`config.mk`:
```
export PLATFORM = sky130hd
export DESIGN_NAME = core_mgmt_axil_responder
export DESIGN_NICKNAME = d
export VERILOG_FILES = /design/src/rtl/core_mgmt_pkg.sv /design/src/rtl/core_mgmt_regfile.sv /design/src/rtl/core_mgmt_axil_responder.sv
export SDC_FILE = /design/constraint.sdc
export NUM_CORES = 1
export LEC_CHECK = 0
export ABC_CLOCK_PERIOD_IN_PS = 4000
export CAP_MARGIN = 20
export CORE_UTILIZATION = 50
export CTS_CLUSTER_DIAMETER = 100
export DETAILED_ROUTE_END_ITERATION = 8
export PLACE_DENSITY = 0.8
export RECOVER_POWER = 50
export SLEW_MARGIN = 5
export SYNTH_ARGS = -nofsm -noshare
export SYNTH_HDL_FRONTEND = slang
export SYNTH_HIERARCHICAL = 1
export SYNTH_SLANG_ARGS = --single-unit
export TNS_END_PERCENT = 10
```
`constraint.sdc`:
```
create_clock -name clk -period 4 [get_ports clk]
set_clock_uncertainty 0.05 [all_clocks]
set_input_delay 0.6 -clock clk [delete_from_list [all_inputs] [get_ports clk]]
set_output_delay 0.6 -clock clk [all_outputs]
set_load 0.05 [all_outputs]
```
`src/rtl/core_mgmt_pkg.sv`:
```
// rtl/core_mgmt_pkg.sv - shared constants and helpers for the core-management AXI4-Lite responder
package core_mgmt_pkg;

    localparam logic [1:0] RESP_OKAY   = 2'b00;
    localparam logic [1:0] RESP_SLVERR = 2'b10;

    localparam int REG_TOKEN    = 0;
    localparam int REG_DOORBELL = 1;

    // Replace each byte of old_word whose strobe is set with the matching byte of new_word.
    function automatic logic [31:0] strb_merge(
        input logic [31:0] old_word,
        input logic [31:0] new_word,
        input logic [3:0]  strb
    );
        logic [31:0] merged;
        merged = old_word;
        for (int i = 0; i < 4; i++) begin
            if (strb[i]) begin
                merged[8*i +: 8] = new_word[8*i +: 8];
            end
        end
        return merged;
    endfunction

endpackage

```
`src/rtl/core_mgmt_regfile.sv`:
```
// rtl/core_mgmt_regfile.sv - register bank with TOKEN test-and-set and DOORBELL pulse
module core_mgmt_regfile #(
    parameter int NUM_REGS = 8
) (
    input  logic                        clk,
    input  logic                        rst,
    input  logic                        we,
    input  logic [$clog2(NUM_REGS)-1:0] waddr,
    input  logic [31:0]                 wdata,
    input  logic [3:0]                  wstrb,
    input  logic [$clog2(NUM_REGS)-1:0] raddr,
    output logic [31:0]                 rdata,
    input  logic                        tas,
    output logic                        token_held,
    output logic                        doorbell
);
    import core_mgmt_pkg::*;

    localparam int IW = $clog2(NUM_REGS);

    logic [31:0] regs_q [NUM_REGS];
    logic [31:0] regs_d [NUM_REGS];
    logic        doorbell_q;
    logic        doorbell_d;

    // Reads see the pre-update contents, so a read racing a write returns the old value.
    assign rdata      = regs_q[raddr];
    assign token_held = regs_q[REG_TOKEN][0];
    assign doorbell   = doorbell_q;

    // Next register state: test-and-set first, then the write so a TOKEN write overrides it.
    always_comb begin
        regs_d     = regs_q;
        doorbell_d = 1'b0;
        if (tas && !regs_q[REG_TOKEN][0]) begin
            regs_d[REG_TOKEN] = 32'd1;
        end
        if (we) begin
            if (waddr == IW'(REG_TOKEN)) begin
                if (wstrb[0]) begin
                    regs_d[REG_TOKEN] = {31'd0, wdata[0]};
                end
            end else begin
                regs_d[waddr] = strb_merge(regs_q[waddr], wdata, wstrb);
                if (waddr == IW'(REG_DOORBELL)) begin
                    doorbell_d = |wstrb;
                end
            end
        end
    end

    // Register bank and doorbell pulse flops.
    always_ff @(posedge clk) begin
        if (rst) begin
            regs_q     <= '{default: 32'd0};
            doorbell_q <= 1'b0;
        end else begin
            regs_q     <= regs_d;
            doorbell_q <= doorbell_d;
        end
    end

endmodule

```
`src/rtl/core_mgmt_axil_responder.sv`:
```
// rtl/core_mgmt_axil_responder.sv - AXI4-Lite slave terminating a core-management port
module core_mgmt_axil_responder #(
    parameter int          NUM_REGS  = 8,
    parameter logic [31:0] ADDR_BASE = 32'h0000_0000
) (
    input  logic        clk,
    input  logic        rst,
    input  logic        awvalid,
    output logic        awready,
    input  logic [31:0] awaddr,
    input  logic        wvalid,
    output logic        wready,
    input  logic [31:0] wdata,
    input  logic [3:0]  wstrb,
    output logic        bvalid,
    input  logic        bready,
    output logic [1:0]  bresp,
    input  logic        arvalid,
    output logic        arready,
    input  logic [31:0] araddr,
    output logic        rvalid,
    input  logic        rready,
    output logic [31:0] rdata,
    output logic [1:0]  rresp,
    output logic        token_held,
    output logic        doorbell
);
    import core_mgmt_pkg::*;

    localparam int IW      = $clog2(NUM_REGS);
    localparam int TAG_LSB = 2 + IW;

    // Write-side state: parked AW/W halves and the pending response.
    logic        aw_held_q, aw_held_d;
    logic [29:0] aw_addr_q, aw_addr_d;
    logic        w_held_q,  w_held_d;
    logic [31:0] w_data_q,  w_data_d;
    logic [3:0]  w_strb_q,  w_strb_d;
    logic        bvalid_q,  bvalid_d;
    logic [1:0]  bresp_q,   bresp_d;

    // Read-side state.
    logic        rvalid_q,  rvalid_d;
    logic [31:0] rdata_q,   rdata_d;
    logic [1:0]  rresp_q,   rresp_d;

    logic          aw_hs, w_hs, ar_hs, commit;
    logic [29:0]   wr_word;
    logic [31:0]   wr_data;
    logic [3:0]    wr_strb;
    logic          wr_hit, rd_hit;
    logic          rf_we, rf_tas;
    logic [IW-1:0] rf_waddr, rf_raddr;
    logic [31:0]   rf_rdata;
    logic          unused_addr_bits;

    // Byte-offset bits carry no meaning for a word-wide bank.
    assign unused_addr_bits = ^{awaddr[1:0], araddr[1:0]};

    // A parked channel keeps its ready low; nothing is accepted while a response is pending.
    assign awready = !rst && !bvalid_q && !aw_held_q;
    assign wready  = !rst && !bvalid_q && !w_held_q;
    assign arready = !rst && !rvalid_q;

    assign aw_hs = awvalid && awready;
    assign w_hs  = wvalid && wready;
    assign ar_hs = arvalid && arready;

    assign wr_word = aw_held_q ? aw_addr_q : awaddr[31:2];
    assign wr_data = w_held_q  ? w_data_q  : wdata;
    assign wr_strb = w_held_q  ? w_strb_q  : wstrb;
    assign commit  = (aw_held_q || aw_hs) && (w_held_q || w_hs);

    assign wr_hit   = (wr_word[29:IW] == ADDR_BASE[31:TAG_LSB]);
    assign rd_hit   = (araddr[31:TAG_LSB] == ADDR_BASE[31:TAG_LSB]);
    assign rf_waddr = wr_word[IW-1:0];
    assign rf_raddr = araddr[TAG_LSB-1:2];
    assign rf_we    = commit && wr_hit;
    assign rf_tas   = ar_hs && rd_hit && (rf_raddr == IW'(REG_TOKEN));

    core_mgmt_regfile #(
        .NUM_REGS (NUM_REGS)
    ) u_regfile (
        .clk        (clk),
        .rst        (rst),
        .we         (rf_we),
        .waddr      (rf_waddr),
        .wdata      (wr_data),
        .wstrb      (wr_strb),
        .raddr      (rf_raddr),
        .rdata      (rf_rdata),
        .tas        (rf_tas),
        .token_held (token_held),
        .doorbell   (doorbell)
    );

    // Write channel: park a lone half, commit when both halves exist, then hold the response.
    always_comb begin
        aw_held_d = aw_held_q;
        aw_addr_d = aw_addr_q;
        w_held_d  = w_held_q;
        w_data_d  = w_data_q;
        w_strb_d  = w_strb_q;
        bvalid_d  = bvalid_q;
        bresp_d   = bresp_q;
        if (bvalid_q && bready) begin
            bvalid_d = 1'b0;
        end
        if (commit) begin
            aw_held_d = 1'b0;
            w_held_d  = 1'b0;
            bvalid_d  = 1'b1;
            bresp_d   = wr_hit ? RESP_OKAY : RESP_SLVERR;
        end else begin
            if (aw_hs) begin
                aw_held_d = 1'b1;
                aw_addr_d = awaddr[31:2];
            end
            if (w_hs) begin
                w_held_d = 1'b1;
                w_data_d = wdata;
                w_strb_d = wstrb;
            end
        end
    end

    // Read channel: capture data and response on AR, hold them until R is accepted.
    always_comb begin
        rvalid_d = rvalid_q;
        rdata_d  = rdata_q;
        rresp_d  = rresp_q;
        if (rvalid_q && rready) begin
            rvalid_d = 1'b0;
        end
        if (ar_hs) begin
            rvalid_d = 1'b1;
            rdata_d  = rd_hit ? rf_rdata : 32'd0;
            rresp_d  = rd_hit ? RESP_OKAY : RESP_SLVERR;
        end
    end

    // Channel state flops; reset drops every pending or parked transfer.
    always_ff @(posedge clk) begin
        if (rst) begin
            aw_held_q <= 1'b0;
            aw_addr_q <= 30'd0;
            w_held_q  <= 1'b0;
            w_data_q  <= 32'd0;
            w_strb_q  <= 4'd0;
            bvalid_q  <= 1'b0;
            bresp_q   <= 2'd0;
            rvalid_q  <= 1'b0;
            rdata_q   <= 32'd0;
            rresp_q   <= 2'd0;
        end else begin
            aw_held_q <= aw_held_d;
            aw_addr_q <= aw_addr_d;
            w_held_q  <= w_held_d;
            w_data_q  <= w_data_d;
            w_strb_q  <= w_strb_d;
            bvalid_q  <= bvalid_d;
            bresp_q   <= bresp_d;
            rvalid_q  <= rvalid_d;
            rdata_q   <= rdata_d;
            rresp_q   <= rresp_d;
        end
    end

    assign bvalid = bvalid_q;
    assign bresp  = bresp_q;
    assign rvalid = rvalid_q;
    assign rdata  = rdata_q;
    assign rresp  = rresp_q;

endmodule

```
Met3 routing:
Bar = 50 µm.
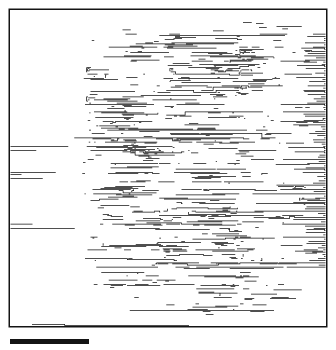
longest straight run: 107 µm
nets with wire on the layer: 363
share of all routed wire: 12%
main direction: horizontal
wire length on this layer: 7500 µm

Sequential cells grouped by signal name:
Other sequential cells in the stronger gray, the rest of the logic in the fainter gray.
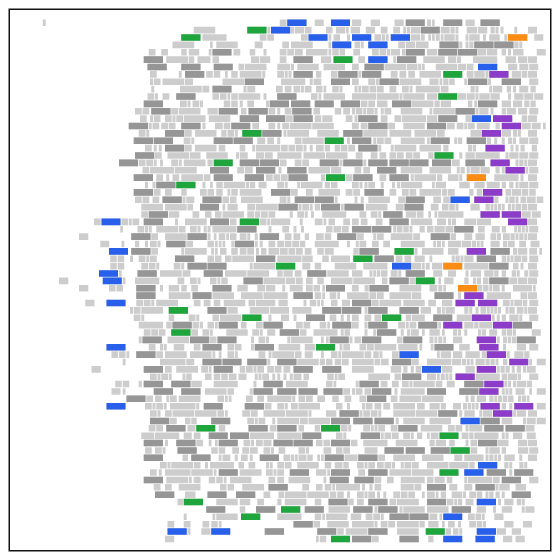
| name in the netlist | color | placed flops |
|---|---|---|
| u_regfile/regs_q | green | 31 |
| w_strb_q | orange | 4 |
| aw_addr_q | purple | 30 |
| rdata | blue | 32 |

==> impl_metrics.env <==
# physical design summary
export IMPL_register_area_mm2=0.007227
export IMPL_cts_resized=0
export IMPL_yosysCellCount=1973
export IMPL_ys_warnings_count=6
export IMPL_place_inst=2491
export IMPL_path_class="reg2reg"
export IMPL_fp_util=0.5126
export IMPL_grt_first_pass_wirelength_um=94720
export IMPL_peakVddDrop_v=0.0002954
export IMPL_logic_area_mm2=0.01122
export IMPL_crit_required_ns=4.39
export IMPL_ys_types=52
export IMPL_row_count=71
export IMPL_ys_area_mm2=0.01944
export IMPL_combPwrFrac=0.099
export IMPL_hold_viol_final=0
export IMPL_p_int_w=0.005986
export IMPL_powerDensity_mw_per_mm2=352.5
export IMPL_cts_clk_slew_worst_paths_ns=0.06
export IMPL_die_x_um=199.2
export IMPL_rsz0062_at_grt="false"
export IMPL_flop_cell="dfxtp_1"
export IMPL_die_area_mm2=0.03968
export IMPL_grt_pass1_vias=16490
export IMPL_endpoint_kind="flip-flop"
export IMPL_via_per_inst=6.585
export IMPL_tightest_slew_ns=1.859
export IMPL_seqPwrFrac=0.461
export IMPL_drt_initial_drc_count=2112
export IMPL_cellLeakagePower_nw=7.311
export IMPL_slew_headroom=-0.2392
export IMPL_tns_ns=0
export IMPL_post_cts_setup_buffer_count=0
export IMPL_drcViolationCount=0
export IMPL_syn2layout_area_growth_pct=15.26
export IMPL_hold_class="reg2reg"
export IMPL_swShare=0.2423
export IMPL_top_area_frac=0.3717
export IMPL_io_pins=150
export IMPL_fillers=3067
export IMPL_cp_start_kind="flip-flop"
export IMPL_drv_cap=2
export IMPL_synthTopCellsByCount="nand2_1, dfxtp_1, nand3b_1"
export IMPL_synthArstFlopShare=0
export IMPL_cts_tree="done"
export IMPL_topCellsByArea="dfxtp_1, mux4_2, nand2_1"
export IMPL_nNetsFinal=2126
export IMPL_p_switching_w=0.001914
export IMPL_status="finished with violations"
export IMPL_clkPwrFrac=0.441
export IMPL_avgSynthCellArea_um2=9.854
export IMPL_edf_count=0
export IMPL_gp_congestion=0.8900
export IMPL_synth_top_cell_by_count="nand2_1"
export IMPL_fp_dieH_um=199.2
export IMPL_finalSetupViolCount=0
export IMPL_fin_crit_sh=0.8977
export IMPL_grt_max_degree=195
export IMPL_clock_latency_ns=0.54
export IMPL_portBuffers=143
export IMPL_synth_area_leader_cell="dfxtp_1"
export IMPL_reg2reg_setup_slack_ns=0.41
export IMPL_crit_arrival_ns=3.98
export IMPL_cts_inserted_buffers=37
export IMPL_clkSinkCount=361
export IMPL_core_area_mm2=0.03793
export IMPL_netlist_area_mm2=0.01944
export IMPL_grt_overflow_total=0
export IMPL_ant_nets=0
export IMPL_synth_cells=1973
export IMPL_ys_seq_frac=0.3717
export IMPL_cp_max_fo=14
export IMPL_drt_first_pass_iters=6
export IMPL_period_needed_ns=3.591
export IMPL_wl_per_cell_um=24.04
export IMPL_cts_max_level=2
export IMPL_dp_hpwl_um=38520
export IMPL_grt_usage=0.3078
export IMPL_drive_gt1_frac=0.1709
export IMPL_slew_violations=152
export IMPL_crit_chain="nor2_1 -> nor3_1 -> a21boi_0 -> and3_1 -> and4_1 -> clkbuf_1 -> nand2_1 -> o211ai_1"
export IMPL_violations="max-capacitance violations, max-slew violations"
export IMPL_slowest_stage="dfxtp_1"
export IMPL_crit_path_max_incr_delay_ns=0.70
export IMPL_ys_ff=361
export IMPL_cts_buffer_depth=3
export IMPL_cts_hold_buf=0
export IMPL_max_freq_mhz=278.5
export IMPL_antenna_found_initial=1
export IMPL_warning_count=34
export IMPL_clock_root_buffer="clkbuf_16"
Metal 2:
Cells faint in the background.
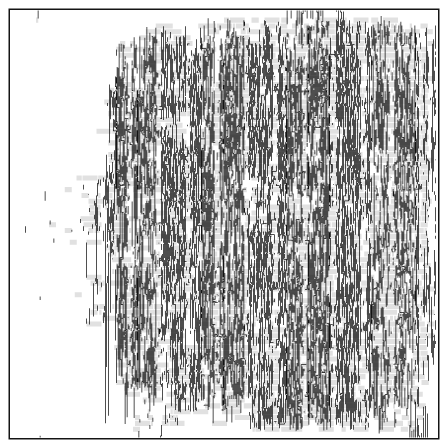
main direction: vertical
nets with wire on the layer: 1807
Routed Wire Length: 61390 µm
met2 Usage GRT: 0.4976
vias post-DR: 16820

Gate families picked out:
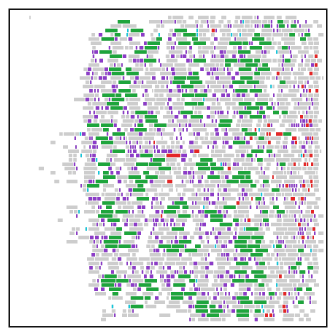
| family | color | cells | most used |
|---|---|---|---|
| nor cells | red | 56 | nor4_1 |
| inv cells | cyan | 34 | inv_1 |
| mux cells | green | 231 | mux4_2 |
| nand cells | purple | 657 | nand2_1 |
most frequent logic cell in the layout: nand2_1
final cell count without fillers: 2554
logic share of the area: 0.5007

## layout by cell type, fill, tap and decap left out, drive strengths merged, types with 4 or more instances in the layout
master / synthesis / final
clkdlybuf4s50: 0 / 97
dfxtp: 361 / 361
inv: 34 / 35
and4b: 4 / 4
and3b: 33 / 33
clkinv: 0 / 5
nor2: 13 / 13
mux4: 128 / 128
clkbuf: 139 / 69
nor4: 16 / 16
nand4: 4 / 4
nor3: 8 / 8
buf: 62 / 55
nand3b: 193 / 193
and2: 31 / 31
mux2i: 32 / 32
o211ai: 192 / 192
dlygate4sd3: 0 / 42
mux2: 71 / 71
nand2b: 33 / 33
o31ai: 32 / 32
a21oi: 69 / 69
o221ai: 32 / 32
and2b: 20 / 20
nor2b: 14 / 14
nand2: 420 / 420
## final cells by class
type | instances | share of cell area
multi-input combinational | 1378 | 0.5007
clock inverter | 6 | 0.001508
timing repair buffer | 207 | 0.08827
tap | 511 | 0.02853
antenna | 1 | 0.0001117
clock buffer | 56 | 0.05265
sequential | 361 | 0.3225
inverter | 34 | 0.005695
## metrics by stage
step	area, µm²	utilization	hold slack, ns	setup WS (ns)	total power, W
5_1_grt	22410	0.5908	0.4159	0.2565	0.008113
6_report	22410	0.5908	0.4036	0.4092	0.007900
3_3_place_gp	21270	0.5608	0.3879	0.3675	0.004474
4_1_cts	22490	0.5928	0.4037	0.6896	0.007925
3_5_place_dp	21270	0.5608	0.3958	0.3031	0.004488
2_1_floorplan	19450	-	0.3784	0.9610	0.004221
## layer usage
layer,part of all wire,GRT usage,vias to the layer above,wire length (µm)
li1,-,-,7325,-
met1,0.37,0.3861,8158,22760
met3,0.12,0.07359,231,7497
met2,0.46,0.4976,1103,28450
met4,0.044,0.1470,0,2679
met5,0,0,-,0
## power by group through the flow
| stage | Sequential [W] | Clock (W) | Combinational [W] |
|---|---|---|---|
| finish | 0.00364 | 0.00348 | 0.000778 |
| global route | 0.00364 | 0.00366 | 0.000814 |
| CTS | 0.00364 | 0.00351 | 0.000774 |
| detailed placement | 0.00372 | 0 | 0.000769 |
| global placement | 0.00372 | 0 | 0.000756 |
| floorplan | 0.00372 | 0 | 0.000497 |
## cells by family after synthesis
kind of cell	synth area share
buffers and inverters	0.05361
AND-OR/OR-AND	0.1226
flip-flops	0.3717
other	0.0001929
multiplexers	0.2264
AND/OR/NAND/NOR	0.2255
## worst max-delay path: cells and delay by family, from the launching register on
kind / cells / cell delay (ns)
flip-flops: 1 / 0.70
AND/OR/NAND/NOR: 5 / 1.64
buffers and inverters: 1 / 0.49
AND-OR/OR-AND: 2 / 0.61
## final timing paths
kind                  to  cells after the start   startpoint
max            flip-flop                      8    aw_held_q
min reg2reg  w_strb_q[0]                      2  w_strb_q[0]
min          w_strb_q[0]                      2  w_strb_q[0]
max reg2reg    flip-flop                      8    aw_held_q
Power figures rest on the tool's default switching activity, not on a simulated workload.
